`config.mk`:
```
export PLATFORM = sky130hd
export DESIGN_NAME = dmem_ctrl
export DESIGN_NICKNAME = d
export VERILOG_FILES = /design/src/rtl/dmem_ctrl.sv
export SDC_FILE = /design/constraint.sdc
export NUM_CORES = 2
export LEC_CHECK = 0
export CAP_MARGIN = 20
export CORE_ASPECT_RATIO = 0.8
export CORE_MARGIN = 1.5
export CORE_UTILIZATION = 40
export CTS_BUF_LIST = sky130_fd_sc_hd__clkbuf_8
export DETAILED_ROUTE_END_ITERATION = 6
export PLACE_DENSITY_LB_ADDON = 0.25
export SYNTH_ARGS = -nofsm -noshare
export SYNTH_HDL_FRONTEND = slang
export SYNTH_SLANG_ARGS = --single-unit
```
`constraint.sdc`:
```
create_clock -name clk -period 6.8 [get_ports clk]
set_input_delay 1.02 -clock clk [delete_from_list [all_inputs] [get_ports clk]]
set_output_delay 1.02 -clock clk [all_outputs]
set_load 0.02 [all_outputs]
```
`src/rtl/dmem_ctrl.sv`:
```
// Big-endian byte-addressed data memory behind a valid/ready request port.
// Word-port storage; accesses that straddle a word boundary take two cycles.
module dmem_ctrl #(
    parameter int DEPTH_BYTES = 256,
    parameter int ADDR_W      = 32
) (
    input  logic              clk,
    input  logic              rst,
    input  logic              req_valid,
    output logic              req_ready,
    input  logic              req_we,
    input  logic [1:0]        req_size,
    input  logic              req_signed,
    input  logic [ADDR_W-1:0] req_addr,
    input  logic [31:0]       req_wdata,
    output logic              rsp_valid,
    output logic [31:0]       rsp_rdata,
    output logic              rsp_err
);

    localparam int BA_W  = $clog2(DEPTH_BYTES);
    localparam int WORDS = DEPTH_BYTES / 4;
    localparam int WI_W  = BA_W - 2;
    localparam logic [ADDR_W:0] DEPTH_EXT = (ADDR_W+1)'(DEPTH_BYTES);

    typedef enum logic [0:0] {IDLE = 1'b0, SPLIT = 1'b1} state_e;

    function automatic logic [2:0] size_bytes(input logic [1:0] size);
        case (size)
            2'b00:   return 3'd1;
            2'b01:   return 3'd2;
            default: return 3'd4;
        endcase
    endfunction

    function automatic logic [31:0] extend_load(input logic [31:0] raw, input logic [1:0] size,
                                                input logic sgn);
        case (size)
            2'b00:   return sgn ? {{24{raw[7]}}, raw[7:0]} : {24'h000000, raw[7:0]};
            2'b01:   return sgn ? {{16{raw[15]}}, raw[15:0]} : {16'h0000, raw[15:0]};
            default: return raw;
        endcase
    endfunction

    state_e            state_q, state_d;
    logic [BA_W-1:0]   lat_addr_q, lat_addr_d;
    logic [1:0]        lat_size_q, lat_size_d;
    logic              lat_signed_q, lat_signed_d;
    logic              lat_we_q, lat_we_d;
    logic [31:0]       lat_wdata_q, lat_wdata_d;
    logic [31:0]       acc_q, acc_d;
    logic              rsp_valid_q, rsp_valid_d;
    logic [31:0]       rsp_rdata_q, rsp_rdata_d;
    logic              rsp_err_q, rsp_err_d;
    logic [31:0]       mem_q [WORDS];

    logic [BA_W-1:0]   act_addr_s;
    logic [WI_W-1:0]   act_word_s;
    logic [1:0]        act_size_s;
    logic              act_signed_s;
    logic              act_we_s;
    logic [31:0]       act_wdata_s;
    logic              access_en_s;
    logic [2:0]        n_s;
    logic [3:0]        be_s;
    logic [31:0]       wword_s;
    logic [31:0]       rd_word_s;
    logic [31:0]       raw_s;
    logic [BA_W-1:0]   lane_addr_s;
    logic [BA_W:0]     off_s;
    logic [2:0]        sh_s;
    logic [ADDR_W:0]   end_addr_s;
    logic              req_err_s;
    logic              req_cross_s;
    logic              accept_s;

    assign req_ready   = (state_q == IDLE) && !rst;
    assign accept_s    = req_valid && req_ready;
    // Range check uses the full address so high bits cannot alias into the array.
    assign end_addr_s  = {1'b0, req_addr} + (ADDR_W+1)'(size_bytes(req_size)) - (ADDR_W+1)'(1);
    assign req_err_s   = (req_size == 2'b11) || (end_addr_s >= DEPTH_EXT);
    assign req_cross_s = ({1'b0, req_addr[1:0]} + size_bytes(req_size)) > 3'd4;
    assign rd_word_s   = mem_q[act_word_s];
    assign rsp_valid   = rsp_valid_q;
    assign rsp_rdata   = rsp_rdata_q;
    assign rsp_err     = rsp_err_q;

    // Select the request being served: live inputs in IDLE, latched copy in SPLIT.
    always_comb begin
        if (state_q == SPLIT) begin
            act_addr_s   = lat_addr_q;
            act_word_s   = lat_addr_q[BA_W-1:2] + WI_W'(1);
            act_size_s   = lat_size_q;
            act_signed_s = lat_signed_q;
            act_we_s     = lat_we_q;
            act_wdata_s  = lat_wdata_q;
        end else begin
            act_addr_s   = req_addr[BA_W-1:0];
            act_word_s   = req_addr[BA_W-1:2];
            act_size_s   = req_size;
            act_signed_s = req_signed;
            act_we_s     = req_we;
            act_wdata_s  = req_wdata;
        end
    end

    // Map each lane of the current word onto its big-endian byte position in the access.
    always_comb begin
        be_s        = 4'b0000;
        wword_s     = 32'h0000_0000;
        raw_s       = 32'h0000_0000;
        lane_addr_s = '0;
        off_s       = '0;
        sh_s        = 3'd0;
        n_s         = size_bytes(act_size_s);
        for (int l = 0; l < 4; l++) begin
            lane_addr_s = {act_word_s, 2'(l)};
            off_s       = {1'b0, lane_addr_s} - {1'b0, act_addr_s};
            if (off_s < (BA_W+1)'(n_s)) begin
                sh_s                    = n_s - 3'd1 - {1'b0, off_s[1:0]};
                be_s[l]                 = 1'b1;
                wword_s[(24-8*l) +: 8]  = 8'(act_wdata_s >> {sh_s, 3'b000});
                raw_s                   = raw_s | (32'(rd_word_s[(24-8*l) +: 8]) << {sh_s, 3'b000});
            end else begin
                be_s[l] = 1'b0;
            end
        end
    end

    // Next-state and response logic.
    always_comb begin
        state_d      = state_q;
        lat_addr_d   = lat_addr_q;
        lat_size_d   = lat_size_q;
        lat_signed_d = lat_signed_q;
        lat_we_d     = lat_we_q;
        lat_wdata_d  = lat_wdata_q;
        acc_d        = acc_q;
        rsp_valid_d  = 1'b0;
        rsp_rdata_d  = 32'h0000_0000;
        rsp_err_d    = 1'b0;
        access_en_s  = 1'b0;
        case (state_q)
            IDLE: begin
                if (accept_s) begin
                    if (req_err_s) begin
                        rsp_valid_d = 1'b1;
                        rsp_err_d   = 1'b1;
                    end else if (req_cross_s) begin
                        access_en_s  = 1'b1;
                        state_d      = SPLIT;
                        lat_addr_d   = req_addr[BA_W-1:0];
                        lat_size_d   = req_size;
                        lat_signed_d = req_signed;
                        lat_we_d     = req_we;
                        lat_wdata_d  = req_wdata;
                        acc_d        = raw_s;
                    end else begin
                        access_en_s = 1'b1;
                        rsp_valid_d = 1'b1;
                        rsp_rdata_d = act_we_s ? 32'h0000_0000
                                               : extend_load(raw_s, act_size_s, act_signed_s);
                    end
                end else begin
                    access_en_s = 1'b0;
                end
            end
            SPLIT: begin
                access_en_s = 1'b1;
                state_d     = IDLE;
                rsp_valid_d = 1'b1;
                rsp_rdata_d = act_we_s ? 32'h0000_0000
                                       : extend_load(acc_q | raw_s, act_size_s, act_signed_s);
            end
            default: begin
                state_d = IDLE;
            end
        endcase
    end

    // Control and response registers.
    always_ff @(posedge clk) begin
        if (rst) begin
            state_q      <= IDLE;
            lat_addr_q   <= '0;
            lat_size_q   <= 2'b00;
            lat_signed_q <= 1'b0;
            lat_we_q     <= 1'b0;
            lat_wdata_q  <= 32'h0000_0000;
            acc_q        <= 32'h0000_0000;
            rsp_valid_q  <= 1'b0;
            rsp_rdata_q  <= 32'h0000_0000;
            rsp_err_q    <= 1'b0;
        end else begin
            state_q      <= state_d;
            lat_addr_q   <= lat_addr_d;
            lat_size_q   <= lat_size_d;
            lat_signed_q <= lat_signed_d;
            lat_we_q     <= lat_we_d;
            lat_wdata_q  <= lat_wdata_d;
            acc_q        <= acc_d;
            rsp_valid_q  <= rsp_valid_d;
            rsp_rdata_q  <= rsp_rdata_d;
            rsp_err_q    <= rsp_err_d;
        end
    end

    // Storage is deliberately not cleared by reset; writes are suppressed while it is held.
    always_ff @(posedge clk) begin
        for (int l = 0; l < 4; l++) begin
            if (access_en_s && act_we_s && be_s[l] && !rst) begin
                mem_q[act_word_s][(24-8*l) +: 8] <= wword_s[(24-8*l) +: 8];
            end
        end
    end

endmodule

```
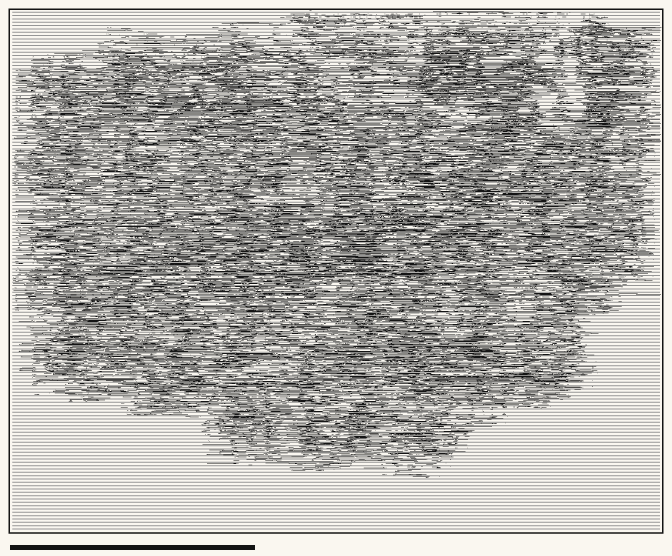
met1.png
The bar under the picture is 200 um long. Supply wires on this layer in gray.
- main direction: horizontal
- nets with wire on the layer: 6,854

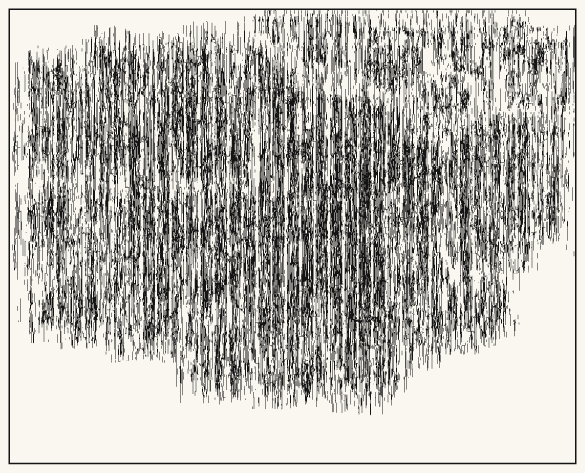
met2.png
- wire length on this layer: 142 mm
- share of all routed wire: 40%
- nets with wire on the layer: 5,973
- longest straight run: 140 um
- main direction: vertical

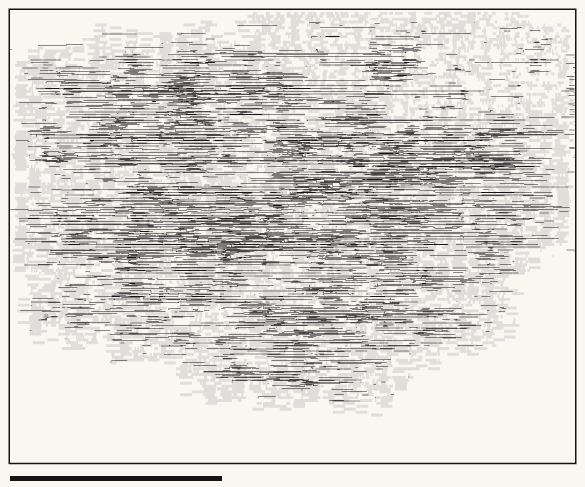
met3.png
The bar under the picture is 200 um long.
- nets with wire on the layer: 1,167
- share of all routed wire: 16%
- longest straight run: 285 um
- wire length on this layer: 55.9 mm

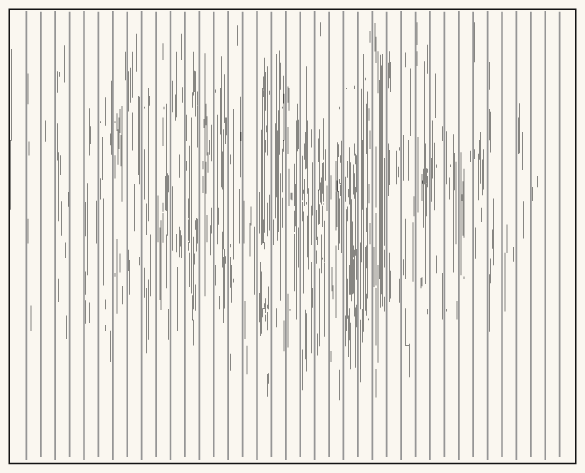
met4.png
Supply wires on this layer in gray.
- main direction: vertical
- longest straight run: 261 um
- wire length on this layer: 16,900 um
- share of all routed wire: 4.8%
Total Wirelength: 353,700 um
vias: 66,320

==> results.env <==
GRT_USE_MET1_PCT=42.85
WORST_EP_REQUIRED_TIME_PS=7390
GRT_PASS1_VIAS=61710
TOP_LAYER_USED='met5'
SYNTHARSTFLOPSHARE_PCT=0
PLACED_AREA_UM2=99380
DP_SLACK_PS=-307.0
TOTAL_GLOBAL_ROUTING_TRACK_UTILIZATION_PCT=30.32
NUMBER_OF_DETAILED_ROUTE_ITERATIONS_IN_THE_FIRST_PASS=6
POWER.LEAKAGE_nW=39.82
CRITPATHMAXSTAGEDELAY_PS=900
TRITONCTS_NUM_SINKS=2159
CATEGORY_OF_THE_CRITICAL_SETUP_TIMING_PATH='input pin to flip-flop'
DRC_VIOLATIONS_LEFT=0
DIE_AREA_UM2=226700
HOLD_PATH_STARTPOINT='acc_q[6]$_SDFFE_PP0P_'
HOLD_VIOL_FINAL=0
WORSTREG2REGSTART='lat_addr_q[3]$_SDFFE_PP0P_'
CRIT_SLOWEST_CELL='sky130_fd_sc_hd__nor4_2'
CPLARGESTDELAYFAMILY='simple AND/OR/NAND/NOR gates'
MET2_TRACK_UTILIZATION_FROM_GLOBAL_ROUTING_PCT=41.55
YS_TYPES=104
TRITONCTS='done'
POST_SYNTH_EDFFS=2048
UNREPAIRED_SETUP_ENDPOINTS_AFTER_GLOBAL_ROUTING='no'
ACHIEVABLE-FREQUENCY_MHz=160.8
WL_MET3_UM=55920
FINAL_LAYOUT_TOP_LOGIC_CELL='sky130_fd_sc_hd__edfxtp_1'
P_TOTAL_mW=27.22
CRITICAL_PATH.CELL_CHAIN='clkdlybuf4s50_1, or2_2, ha_1, inv_1, ha_1, inv_1, fa_1, nand2b_1, a21oi_1, o21ai_0, o21ai_0, a41oi_1, xnor2_1, or3_1, nor4b_4, and2_1, a31oi_4, buf_12, buf_12, buf_4, nor4_2'
GRT_PASS1_WL_UM=487500
COMBINED_AREA_OF_ALL_SYNTHESIZED_CELLS_UM2=89520
PLACE_CONGESTION=0.9476
CTS_RESIZED=0
DRIVE_ABOVE_1_SHARE_PCT=19.70
FIN_SKEW_PS=106.7
GRT_OVERFLOW=0
HTREE_NUM_LEVELS=5
TOTAL_POWER_DENSITY_PER_CELL_AREA_nW_PER_UM2=257.7
FINALWORSTPATHREQUIREDPERIOD_PS=6220
FINAL.HOLD.WORST_SLACK_PS=464.3
ANTENNA_VIOLATING_NETS_POST_ROUTE=0
WORST_SKEW_PAIR.LATE_LATENCY_PS=1000
CRITICAL_PATH_DATA_ARRIVAL_TIME_PS=6810
NORMALIZED_MAX_SLEW_MARGIN_PCT=13.92
ROUTE.DETAILED.WL_PER_INST_UM=34.57
WORST_SLEW_PIN_SLEW_PS=1291
FP.DIEH_UM=426.1
SYNTH-WARNING-COUNT=0
POST_LAYOUT_NONFILLER_INSTANCES=10230
CTS.ROOT.BUFFER_CELL='sky130_fd_sc_hd__clkbuf_8'
CORE_UM2=222800
INITIAL_DETAILED_ROUTING_VIOLATION_COUNT=11710
TIMING.CRITICAL_PATH.TO_TYPE='flip-flop'
FILLCELLCOUNT=19370
STATUS='completed'
NUM_IO_PINS=106
SYNTHFLOPTYPE='sky130_fd_sc_hd__edfxtp_1'
WORST_VDD_IR_mV=0.1826
GR-MAX-USAGE-LAYER='met1'
DRV_CAP=0
POST_CTS_HOLD_BUFFER_COUNT=0
SETUP_SLACK_PS=580.0
DR_WL_MET2_UM=142500
DRT-MET1-WL_UM=138200
CTS-BUFFERS-INSERTED=338
GRT_UTIL_MET3_PCT=11.41
GRT_ANTENNA_BEFORE_REPAIR=24
SYNTH.YOSYS.NUM_CELLS=6449
FINAL.SETUP.TNS_PS=0
PLACED_CELLS_INCL_TAPS=9620
SYN_AVG_CELL_AREA_UM2=13.88
PORT_BUFFERS=105
FP-UTILIZATION_PCT=40.18
SETUP.WORST_PATH.START='req_size[1]'
SYNTH_NETS=6585
CLK_PIN_SLEW_WORST_PATHS_PS=60
FINALSETUPVIOLCOUNT=0
CRITICAL_PATH.STARTPOINT_TYPE='input pin'
YOSYS-STAT-AREA_UM2=89520
MOST-COMMON-LAYOUT-CELLS='sky130_fd_sc_hd__edfxtp_1 (2,048), sky130_fd_sc_hd__o22ai_1 (591), sky130_fd_sc_hd__nand2_1 (561)'
TOOL_WARNINGS=40
AVGVIACOUNTPERCELL=6.483
HPWL_UM=226700
MIN_PATH_TYPE='flip-flop to flip-flop'
SLEW_VIOL_FINAL=0
YS_SEQ_SHARE_PCT=71.18
SYN2LAYOUT_AREA_GROWTH_PCT=18.00
LAYOUT.CELL_AREA.NON_FILLER_UM2=105600
CTS_POST_SETUP_BUFFERS_INSERTED=0
FINALNETCOUNT=7116
FINAL_CORE_UTIL_PCT=47.41
CRITICAL_PATH.N_BUFFERS_INVERTERS=6
DIE_W_UM=531.9
GRT_START_MAX_NET_PINS=102
FP-ROW-COUNT=155
WORST_PATH_MAXIMUM_FANOUT=17
FINALCRITPERIODSHARE_PCT=91.47
CLOCK_TREE.BUFFER_DEPTH=4
SYN-INSTANCE-COUNT=6449
SYNTH_FLOP_COUNT=2159
==> cell families (layout without fill, tap and decap cells) <==
family	Yosys count	count (layout)	synth area share, %
AND-OR/OR-AND	1530	1530	11.24
adder cells (fa/ha/maj)	65	65	0.9755
XOR/XNOR	27	27	0.2935
buffers and inverters	578	1364	3.154
multiplexers	222	222	3.036
other	0	12	0
AND/OR/NAND/NOR	1868	1868	10.13
flip-flops	2159	2159	71.18
==> cell usage after synthesis, types with 24 or more instances <==
master / n / area, um2
sky130_fd_sc_hd__a2111oi_0: 33 / 289.0
sky130_fd_sc_hd__a211oi_1: 100 / 750.7
sky130_fd_sc_hd__a21oi_1: 215 / 1076
sky130_fd_sc_hd__a31oi_1: 129 / 807.0
sky130_fd_sc_hd__buf_1: 25 / 93.84
sky130_fd_sc_hd__buf_2: 189 / 945.9
sky130_fd_sc_hd__buf_4: 51 / 382.9
sky130_fd_sc_hd__buf_6: 30 / 337.8
sky130_fd_sc_hd__clkbuf_1: 202 / 758.2
sky130_fd_sc_hd__dfxtp_1: 111 / 2222
sky130_fd_sc_hd__edfxtp_1: 2048 / 61500
sky130_fd_sc_hd__ha_1: 57 / 713.2
sky130_fd_sc_hd__inv_1: 72 / 270.3
sky130_fd_sc_hd__mux2_2: 36 / 405.4
sky130_fd_sc_hd__mux2i_1: 150 / 1501
sky130_fd_sc_hd__mux4_2: 36 / 810.8
sky130_fd_sc_hd__nand2_1: 570 / 2140
sky130_fd_sc_hd__nand3_1: 151 / 755.7
sky130_fd_sc_hd__nand3b_1: 24 / 180.2
sky130_fd_sc_hd__nor2_1: 488 / 1832
sky130_fd_sc_hd__nor3_1: 134 / 670.6
sky130_fd_sc_hd__nor4_1: 277 / 1733
sky130_fd_sc_hd__nor4_2: 25 / 312.8
sky130_fd_sc_hd__o211ai_1: 28 / 210.2
sky130_fd_sc_hd__o21ai_0: 153 / 765.7
sky130_fd_sc_hd__o221ai_1: 29 / 254.0
sky130_fd_sc_hd__o22ai_1: 593 / 3710
sky130_fd_sc_hd__o41ai_1: 25 / 219.0
sky130_fd_sc_hd__or3_1: 24 / 150.1
==> flip-flops by register name, summed over array words and instances (netlist names) <==
name and flops:
mem_q 2048, acc_q 32, lat_wdata_q 32, rsp_rdata 32, lat_addr_q 8, lat_size_q 2
lat_signed_q 1, lat_we_q 1, rsp_err 1, rsp_valid 1, state_q 1
==> cell type report <==
class	instances	area (um2)	area share (%)
multi-input cells	3712	24890	23.56
diodes	12	30.03	0.02843
repair buffers	689	6779	6.417
flip-flops and latches	2159	63720	60.32
well taps	2983	3732	3.533
inverters	80	314.1	0.2973
clock inverters	250	1421	1.345
clock buffers	345	4748	4.495
==> worst paths after layout <==
check | end | slack [ps] | cells past startpoint
max reg2reg | acc_q[6]$_SDFFE_PP0P_ | 750 | 14
min reg2reg | rsp_rdata[6]$_SDFF_PP0_ | 460 | 2
min | rsp_rdata[6]$_SDFF_PP0_ | 460 | 2
max | mem_q[39][4]$_DFFE_PP_ | 580 | 21
==> where the power goes <==
part	internal [mW]	switching, mW	total, mW
Sequential	14.4	0.000167	14.4
Clock	5.23	5.32	10.5
Combinational	0.690	1.63	2.32
Total	20.3	6.95	27.2
Power and IR drop assume default switching activity.
